<file path="src/rtl/rx_pkg.sv">
// -----------------------------------------------------------------------------
// rx_pkg
// Shared definitions for the UART receive controller slice.
//   - One-hot Rx FSM state codes as driven by RxCore on State_i.
//   - Controller state encoding (IDLE / COLLECT / CHECK).
//   - Parity mode constants and the parity check helper.
//   - Default watchdog limit (3 bit times at 16x oversampling).
// -----------------------------------------------------------------------------
package rx_pkg;

    // One-hot Rx FSM states
    localparam logic [4:0] INTERVAL  = 5'b00001;
    localparam logic [4:0] STARTBIT  = 5'b00010;
    localparam logic [4:0] DATABITS  = 5'b00100;
    localparam logic [4:0] PARITYBIT = 5'b01000;
    localparam logic [4:0] STOPBIT   = 5'b10000;

    // Controller states
    typedef enum logic [1:0] {
        IDLE    = 2'd0,
        COLLECT = 2'd1,
        CHECK   = 2'd2
    } ctrl_state_t;

    // Parity modes; the value is also the XOR a good frame must produce
    // over the 8 data bits plus the parity bit.
    localparam logic PAR_EVEN = 1'b0;
    localparam logic PAR_ODD  = 1'b1;

    localparam int WDOG_LIMIT_DEFAULT = 48;

    function automatic logic parity_error(input logic [7:0] data,
                                          input logic       par_bit,
                                          input logic       odd_mode);
        return (^{data, par_bit}) != (odd_mode ? PAR_ODD : PAR_EVEN);
    endfunction

endpackage

</file>
<file path="src/rtl/rx_frame_ctrl_if.sv">
// -----------------------------------------------------------------------------
// rx_frame_ctrl_if
// Commit path from the frame controller to the Rx FIFO.
//   Byte_o       : committed byte (controller -> FIFO)
//   Byte_Valid_o : one-cycle write strobe (controller -> FIFO)
//   Fifo_Full_i  : FIFO full (FIFO -> controller)
//
// Handshake: Byte_Valid_o is the valid, !Fifo_Full_i is the ready. A byte is
// transferred in exactly the cycles where Byte_Valid_o=1; the controller never
// raises Byte_Valid_o while Fifo_Full_i=1 (that byte is dropped as overrun),
// so the FIFO may write unconditionally on Byte_Valid_o.
// -----------------------------------------------------------------------------
interface rx_frame_ctrl_if;
    logic [7:0] Byte_o;
    logic       Byte_Valid_o;
    logic       Fifo_Full_i;

    modport master (output Byte_o, output Byte_Valid_o, input Fifo_Full_i);
    modport slave  (input Byte_o, input Byte_Valid_o, output Fifo_Full_i);
endinterface

</file>
<file path="src/rtl/rx_watchdog.sv">
// -----------------------------------------------------------------------------
// rx_watchdog
// Counts AcqSig pulses between bit-end strobes while the Rx FSM is outside
// INTERVAL, and flags expiry when the LIMIT-th pulse arrives.
// Ports:
//   clk, rst     : clock, synchronous active-high reset
//   in_interval  : Rx FSM is in INTERVAL (holds the count at zero)
//   bit_synch    : bit-end strobe (restarts the count)
//   acq          : 16x acquisition strobe (counted)
//   hit          : combinational, high in the cycle the LIMIT-th pulse is seen
// -----------------------------------------------------------------------------
module rx_watchdog
    import rx_pkg::*;
#(
    parameter int LIMIT = WDOG_LIMIT_DEFAULT
) (
    input  logic clk,
    input  logic rst,
    input  logic in_interval,
    input  logic bit_synch,
    input  logic acq,
    output logic hit
);

    localparam int CW = $clog2(LIMIT + 1);

    logic [CW-1:0] cnt_q;

    // A bit strobe in the same cycle as a pulse restarts the count, so the
    // pulse never completes an expiry.
    assign hit = acq && !in_interval && !bit_synch && (cnt_q == CW'(LIMIT - 1));

    always_ff @(posedge clk) begin
        if (rst || in_interval || bit_synch || hit) begin
            cnt_q <= '0;
        end else if (acq) begin
            cnt_q <= cnt_q + CW'(1);
        end
    end

endmodule

</file>
<file path="src/rtl/rx_frame_ctrl.sv">
// -----------------------------------------------------------------------------
// rx_frame_ctrl
// Sequencing and commit controller beside the UART Rx FSM. Follows the one-hot
// Rx state and bit strobes, assembles the byte LSB first, checks parity and
// stop bit, and commits good bytes to the Rx FIFO. A bit-time watchdog (and
// any non-one-hot State_i) forces the Rx FSM back to INTERVAL.
// Ports:
//   clk, rst          : clock, synchronous active-high reset
//   p_Enable_i        : Rx enable; low aborts a frame in progress
//   State_i           : one-hot Rx FSM state
//   Bit_Synch_i       : bit-end strobe, BitData_i valid with it
//   BitData_i         : sampled bit value
//   AcqSig_i          : 16x acquisition strobe (watchdog time base)
//   p_ParityEnable_i  : parity bit present
//   p_ParityOdd_i     : 1 = odd parity, 0 = even
//   fifo              : FIFO commit path (Byte_o, Byte_Valid_o, Fifo_Full_i)
//   Err_Clear_i       : clears sticky error flags (a same-cycle set wins)
//   ParityErr_o, FrameErr_o, Overrun_o : sticky error flags
//   WdogRst_o         : one-cycle pulse forcing the Rx FSM to INTERVAL
//   ByteCount_o       : committed byte count, wraps
//   Dbg_State_o       : controller state
// -----------------------------------------------------------------------------
module rx_frame_ctrl
    import rx_pkg::*;
#(
    parameter int WDOG_LIMIT = WDOG_LIMIT_DEFAULT,
    parameter int CNT_W      = 16
) (
    input  logic                 clk,
    input  logic                 rst,
    input  logic                 p_Enable_i,
    input  logic [4:0]           State_i,
    input  logic                 Bit_Synch_i,
    input  logic                 BitData_i,
    input  logic                 AcqSig_i,
    input  logic                 p_ParityEnable_i,
    input  logic                 p_ParityOdd_i,
    rx_frame_ctrl_if.master      fifo,
    input  logic                 Err_Clear_i,
    output logic                 ParityErr_o,
    output logic                 FrameErr_o,
    output logic                 Overrun_o,
    output logic                 WdogRst_o,
    output logic [CNT_W-1:0]     ByteCount_o,
    output ctrl_state_t          Dbg_State_o
);

    ctrl_state_t      state_q;
    logic [7:0]       shreg_q;
    logic [7:0]       byte_q;
    logic [3:0]       bit_cnt_q;
    logic             par_q;
    logic             stop_q;
    logic             parity_err_q;
    logic             frame_err_q;
    logic             overrun_q;
    logic             wdog_rst_q;
    logic [CNT_W-1:0] byte_cnt_q;

    logic wdog_hit;
    logic illegal_state;
    logic force_idle;
    logic frame_err_c;
    logic parity_err_c;
    logic check_active;
    logic commit_c;
    logic set_frame;
    logic set_parity;
    logic set_overrun;

    rx_watchdog #(
        .LIMIT (WDOG_LIMIT)
    ) u_wdog (
        .clk         (clk),
        .rst         (rst),
        .in_interval (State_i == INTERVAL),
        .bit_synch   (Bit_Synch_i),
        .acq         (AcqSig_i),
        .hit         (wdog_hit)
    );

    assign illegal_state = !$onehot(State_i);
    assign force_idle    = wdog_hit || illegal_state;

    // Frame evaluation happens combinationally in the CHECK cycle so the write
    // strobe appears in the cycle right after the stop-bit strobe; the flags
    // and counter register at the end of that cycle.
    assign frame_err_c  = !stop_q || (bit_cnt_q != 4'd8);
    assign parity_err_c = p_ParityEnable_i && parity_error(shreg_q, par_q, p_ParityOdd_i);
    assign check_active = !rst && (state_q == CHECK) && p_Enable_i && !force_idle;
    assign commit_c     = check_active && !frame_err_c && !fifo.Fifo_Full_i;
    assign set_overrun  = check_active && !frame_err_c && fifo.Fifo_Full_i;
    assign set_frame    = (check_active && frame_err_c) || (!rst && force_idle);
    assign set_parity   = check_active && parity_err_c;

    assign fifo.Byte_Valid_o = commit_c;
    assign fifo.Byte_o       = commit_c ? shreg_q : byte_q;

    assign ParityErr_o = parity_err_q;
    assign FrameErr_o  = frame_err_q;
    assign Overrun_o   = overrun_q;
    assign WdogRst_o   = wdog_rst_q;
    assign ByteCount_o = byte_cnt_q;
    assign Dbg_State_o = state_q;

    always_ff @(posedge clk) begin
        if (rst) begin
            state_q      <= IDLE;
            shreg_q      <= '0;
            byte_q       <= '0;
            bit_cnt_q    <= '0;
            par_q        <= 1'b0;
            stop_q       <= 1'b0;
            parity_err_q <= 1'b0;
            frame_err_q  <= 1'b0;
            overrun_q    <= 1'b0;
            wdog_rst_q   <= 1'b0;
            byte_cnt_q   <= '0;
        end else begin
            wdog_rst_q <= force_idle;

            if (commit_c) begin
                byte_q     <= shreg_q;
                byte_cnt_q <= byte_cnt_q + CNT_W'(1);
            end

            if (set_parity)       parity_err_q <= 1'b1;
            else if (Err_Clear_i) parity_err_q <= 1'b0;

            if (set_frame)        frame_err_q <= 1'b1;
            else if (Err_Clear_i) frame_err_q <= 1'b0;

            if (set_overrun)      overrun_q <= 1'b1;
            else if (Err_Clear_i) overrun_q <= 1'b0;

            if (force_idle) begin
                // Stalled or corrupted frame: drop whatever was collected.
                state_q   <= IDLE;
                shreg_q   <= '0;
                bit_cnt_q <= '0;
            end else begin
                case (state_q)
                    IDLE: begin
                        if (State_i == STARTBIT && p_Enable_i) begin
                            state_q   <= COLLECT;
                            shreg_q   <= '0;
                            bit_cnt_q <= '0;
                            par_q     <= 1'b0;
                            stop_q    <= 1'b0;
                        end
                    end
                    COLLECT: begin
                        if (!p_Enable_i) begin
                            state_q <= IDLE;
                        end else if (Bit_Synch_i) begin
                            if (State_i == DATABITS) begin
                                shreg_q <= {BitData_i, shreg_q[7:1]};
                                if (bit_cnt_q != 4'd8) bit_cnt_q <= bit_cnt_q + 4'd1;
                            end else if (State_i == PARITYBIT) begin
                                par_q <= BitData_i;
                            end else if (State_i == STOPBIT) begin
                                stop_q  <= BitData_i;
                                state_q <= CHECK;
                            end
                        end
                    end
                    CHECK: begin
                        // A start bit already showing here is the next frame.
                        if (p_Enable_i && State_i == STARTBIT) begin
                            state_q   <= COLLECT;
                            shreg_q   <= '0;
                            bit_cnt_q <= '0;
                            par_q     <= 1'b0;
                            stop_q    <= 1'b0;
                        end else begin
                            state_q <= IDLE;
                        end
                    end
                    default: state_q <= IDLE;
                endcase
            end
        end
    end

endmodule

</file>
<file path="src/flat_wrapper.sv">
// flat-port wrapper written by rule: the top's interface ports become plain ports
module rx_frame_ctrl_flat import rx_pkg::*;
#(
    parameter int WDOG_LIMIT = WDOG_LIMIT_DEFAULT,
    parameter int CNT_W      = 16
)
  (clk, rst, p_Enable_i, State_i, Bit_Synch_i, BitData_i, AcqSig_i, p_ParityEnable_i, p_ParityOdd_i, Err_Clear_i, ParityErr_o, FrameErr_o, Overrun_o, WdogRst_o, ByteCount_o, Dbg_State_o, fifo_Byte_o, fifo_Byte_Valid_o, fifo_Fifo_Full_i);
  rx_frame_ctrl_if fifo_i ();
  input  logic clk;
  input  logic rst;
  input  logic p_Enable_i;
  input  logic [4:0] State_i;
  input  logic Bit_Synch_i;
  input  logic BitData_i;
  input  logic AcqSig_i;
  input  logic p_ParityEnable_i;
  input  logic p_ParityOdd_i;
  input  logic Err_Clear_i;
  output logic ParityErr_o;
  output logic FrameErr_o;
  output logic Overrun_o;
  output logic WdogRst_o;
  output logic [CNT_W-1:0] ByteCount_o;
  output ctrl_state_t Dbg_State_o;
  output wire logic [$bits(fifo_i.Byte_o)-1:0] fifo_Byte_o;
  output wire logic [$bits(fifo_i.Byte_Valid_o)-1:0] fifo_Byte_Valid_o;
  input wire logic [$bits(fifo_i.Fifo_Full_i)-1:0] fifo_Fifo_Full_i;
  assign fifo_Byte_o = fifo_i.Byte_o;
  assign fifo_Byte_Valid_o = fifo_i.Byte_Valid_o;
  assign fifo_i.Fifo_Full_i = fifo_Fifo_Full_i;
  rx_frame_ctrl #(.WDOG_LIMIT(WDOG_LIMIT), .CNT_W(CNT_W)) u_core (.clk(clk), .rst(rst), .p_Enable_i(p_Enable_i), .State_i(State_i), .Bit_Synch_i(Bit_Synch_i), .BitData_i(BitData_i), .AcqSig_i(AcqSig_i), .p_ParityEnable_i(p_ParityEnable_i), .p_ParityOdd_i(p_ParityOdd_i), .fifo(fifo_i), .Err_Clear_i(Err_Clear_i), .ParityErr_o(ParityErr_o), .FrameErr_o(FrameErr_o), .Overrun_o(Overrun_o), .WdogRst_o(WdogRst_o), .ByteCount_o(ByteCount_o), .Dbg_State_o(Dbg_State_o));
endmodule
</file>
<file path="config.mk">
export PLATFORM = sky130hd
export DESIGN_NAME = rx_frame_ctrl_flat
export DESIGN_NICKNAME = d
export VERILOG_FILES = /design/src/rtl/rx_pkg.sv /design/src/rtl/rx_frame_ctrl_if.sv /design/src/rtl/rx_watchdog.sv /design/src/rtl/rx_frame_ctrl.sv /design/src/flat_wrapper.sv
export SDC_FILE = /design/constraint.sdc
export NUM_CORES = 1
export LEC_CHECK = 0
export ABC_AREA = 1
export CAP_MARGIN = 20
export CORE_AREA = 2 2 83 85
export CTS_CLUSTER_DIAMETER = 40
export DETAILED_ROUTE_END_ITERATION = 10
export DIE_AREA = 0 0 85 87
export PLACE_DENSITY_LB_ADDON = 0.25
export SYNTH_ARGS = -nofsm -noshare
export SYNTH_HDL_FRONTEND = slang
export SYNTH_SLANG_ARGS = --single-unit
</file>
<file path="constraint.sdc">
create_clock -name clk -period 6.8 [get_ports clk]
set_input_delay 1.36 -clock clk [delete_from_list [all_inputs] [get_ports clk]]
set_output_delay 1.36 -clock clk [all_outputs]
set_load 0.03 [all_outputs]
</file>
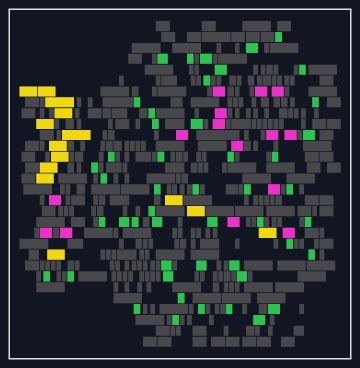
**Above:** selected gate families.
Scale: 4 px per µm.
| colour | family | cells |
|---|---|---|
| magenta | XOR/XNOR gates | 15 |
| yellow | adder and majority cells | 14 |
| green | inverting AOI/OAI gates | 48 |

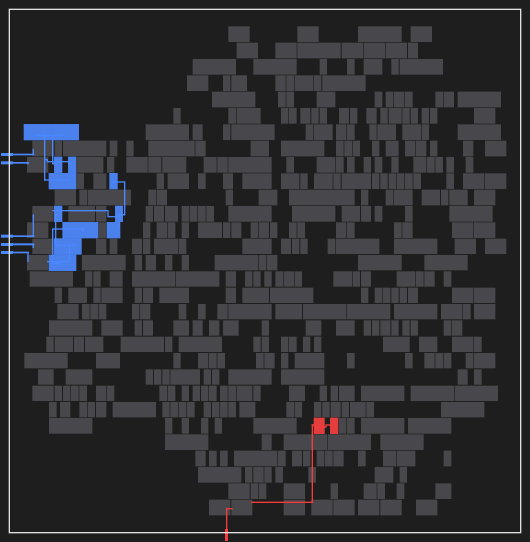
**Above:** port wiring.
Scale: 6 px per µm.
| colour | port | direction | edge | end cells | wire |
|---|---|---|---|---|---|
| blue | State_i | input | left | 13 | 99.3 µm |
| red | p_ParityOdd_i | input | bottom | 2 | 31.6 µm |

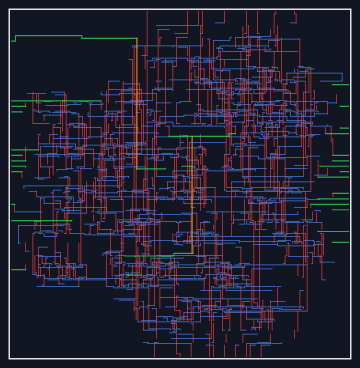
**Above:** signal wires by layer.
Scale: 4 px per µm.
| colour | layer | wire length |
|---|---|---|
| green | met3 | 222 µm |
| red | met2 | 2,740 µm |
| orange | met4 | 61.9 µm |
| blue | met1 | 2,820 µm |

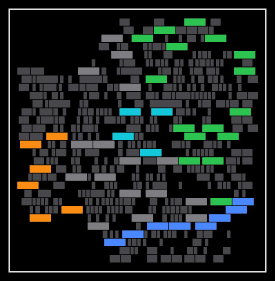
**Above:** where the registers sit.
Scale: 3 px per µm. Other sequential cells in the stronger grey, the rest of the logic in the fainter grey.
| colour | netlist name | placed flops |
|---|---|---|
| blue | u_core.byte_q | 8 |
| orange | u_core.u_wdog.cnt_q | 6 |
| cyan | u_core.bit_cnt_q | 4 |
| green | u_core.ByteCount_o | 16 |

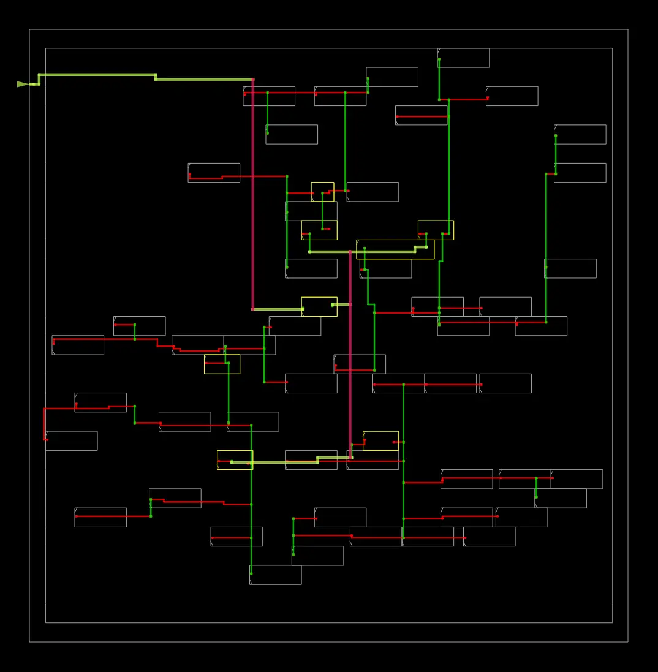
**Above:** clock nets.
clk_lat worst skew: 310 ps
seq_cells: 50
Power Clock: 0.000226 W

==> flow_metrics.env <==
# implementation run metrics
export IMPL_status="finished clean"
export IMPL_clk_share_pct=3.53
export IMPL_start_kind="primary input"
export IMPL_seq_share_pct=29.1
export IMPL_finalClockSkew_ps=18.6
export IMPL_hold_buffers=0
export IMPL_min_path_cells=2
export IMPL_diodes=0
export IMPL_synth_top_area_share_pct=35.4
export IMPL_crit_path_cell_trace="clkdlybuf4s50_1 > inv_1 > ha_1 > inv_1 > fa_1 > fa_1 > nand2_1 > nor2_1 > nand4_4 > nor2_8 > nand2_1 > nand2_1 > clkdlybuf4s50_1"
export IMPL_yosys_area_share_xor_xnor_pct=4.65
export IMPL_cts_tree="built"
export IMPL_synthDistinctLibCells=30
export IMPL_min_period_ps=6240
export IMPL_layout_nets=473
export IMPL_logic_family="simple AND/OR/NAND/NOR gates"
export IMPL_tap_cell_count=80
export IMPL_cts_sinks=50
export IMPL_p_leak_nw=1.35
export IMPL_chipArea_um2=7400
export IMPL_timing_final_ws_setup_ps=559
export IMPL_place_congestion=0.815
export IMPL_grt_pass1_vias=2342
export IMPL_cts_resized=0
export IMPL_grt_max_degree=29
export IMPL_required_ps=5440
export IMPL_ys_sh_mux_pct=0
export IMPL_common_cells="130 x nand2_1, 50 x dfxtp_1, 42 x inv_1"
export IMPL_hpwl_um=4390
export IMPL_tool_warnings=33
export IMPL_setup_viol=0
export IMPL_yosysTopAreaCell="dfxtp_1"
export IMPL_yosysWarnings=0
export IMPL_ff_type="dfxtp_1"
export IMPL_antenna_found_initial=0
export IMPL_n_all_buffers=46
export IMPL_critPathTopFamily="buffers and inverters"
export IMPL_drive_above_1_share_pct=7.64
export IMPL_path_depth=13
export IMPL_cts_buffers=5
export IMPL_initCoreUtil_pct=43.0
export IMPL_ys_area_um2=2830
export IMPL_hold_violations=0
export IMPL_routed_wl_um=5840
export IMPL_maxSlewViolCount=0
export IMPL_dieWidth_um=85
export IMPL_clockBufferDepth=2
export IMPL_slowest_stage="clkdlybuf4s50_1"
export IMPL_inverters=46
export IMPL_drtIter0Drc=125
export IMPL_layout_top_cell="nand2_1"
export IMPL_min_from="u_core.ParityErr_o$_SDFFE_PP0P_"
export IMPL_comb_cell_share_pct=45.9
export IMPL_syn_to_final_growth_pct=21.5
export IMPL_cp_max_fo=26
export IMPL_worst_pin_slew_ps=380
export IMPL_max_freq_mhz=160
export IMPL_die_h_um=87
export IMPL_enable_flop_cells=0
export IMPL_tns_ps=0
export IMPL_wl_per_cell_um=11.1
export IMPL_arrival_ps=4880
export IMPL_place_area_um2=3310
-- where the power goes --
group | switching [W] | leakage (nW) | total (W) | internal (W)
sequential | 0.00000170 | 0.403 | 0.000297 | 0.000295
combinational | 0.0000287 | 0.882 | 0.0000470 | 0.0000182
clock | 0.000105 | 0.0618 | 0.000226 | 0.000121
total | 0.000135 | 1.35 | 0.000570 | 0.000434
-- layer usage --
layer,vias to the layer above,GRT usage [%],wire length [µm]
li1,1345,-,-
met1,1167,20.6,2820
met2,34,28.8,2740
met3,5,3.89,221
met4,0,4.62,61
met5,-,0,0
-- through the flow --
stage	util [%]	std cells	total power [W]	hold slack [ps]
after floorplan	-	399	0.000331	446
after global placement	50.4	517	0.000350	456
after detailed placement	50.4	517	0.000351	465
after CTS	52.3	525	0.000577	480
after global routing	52.3	525	0.000593	508
final	52.3	525	0.000570	477
Power figures rest on the tool's default switching activity, not on a simulated workload.
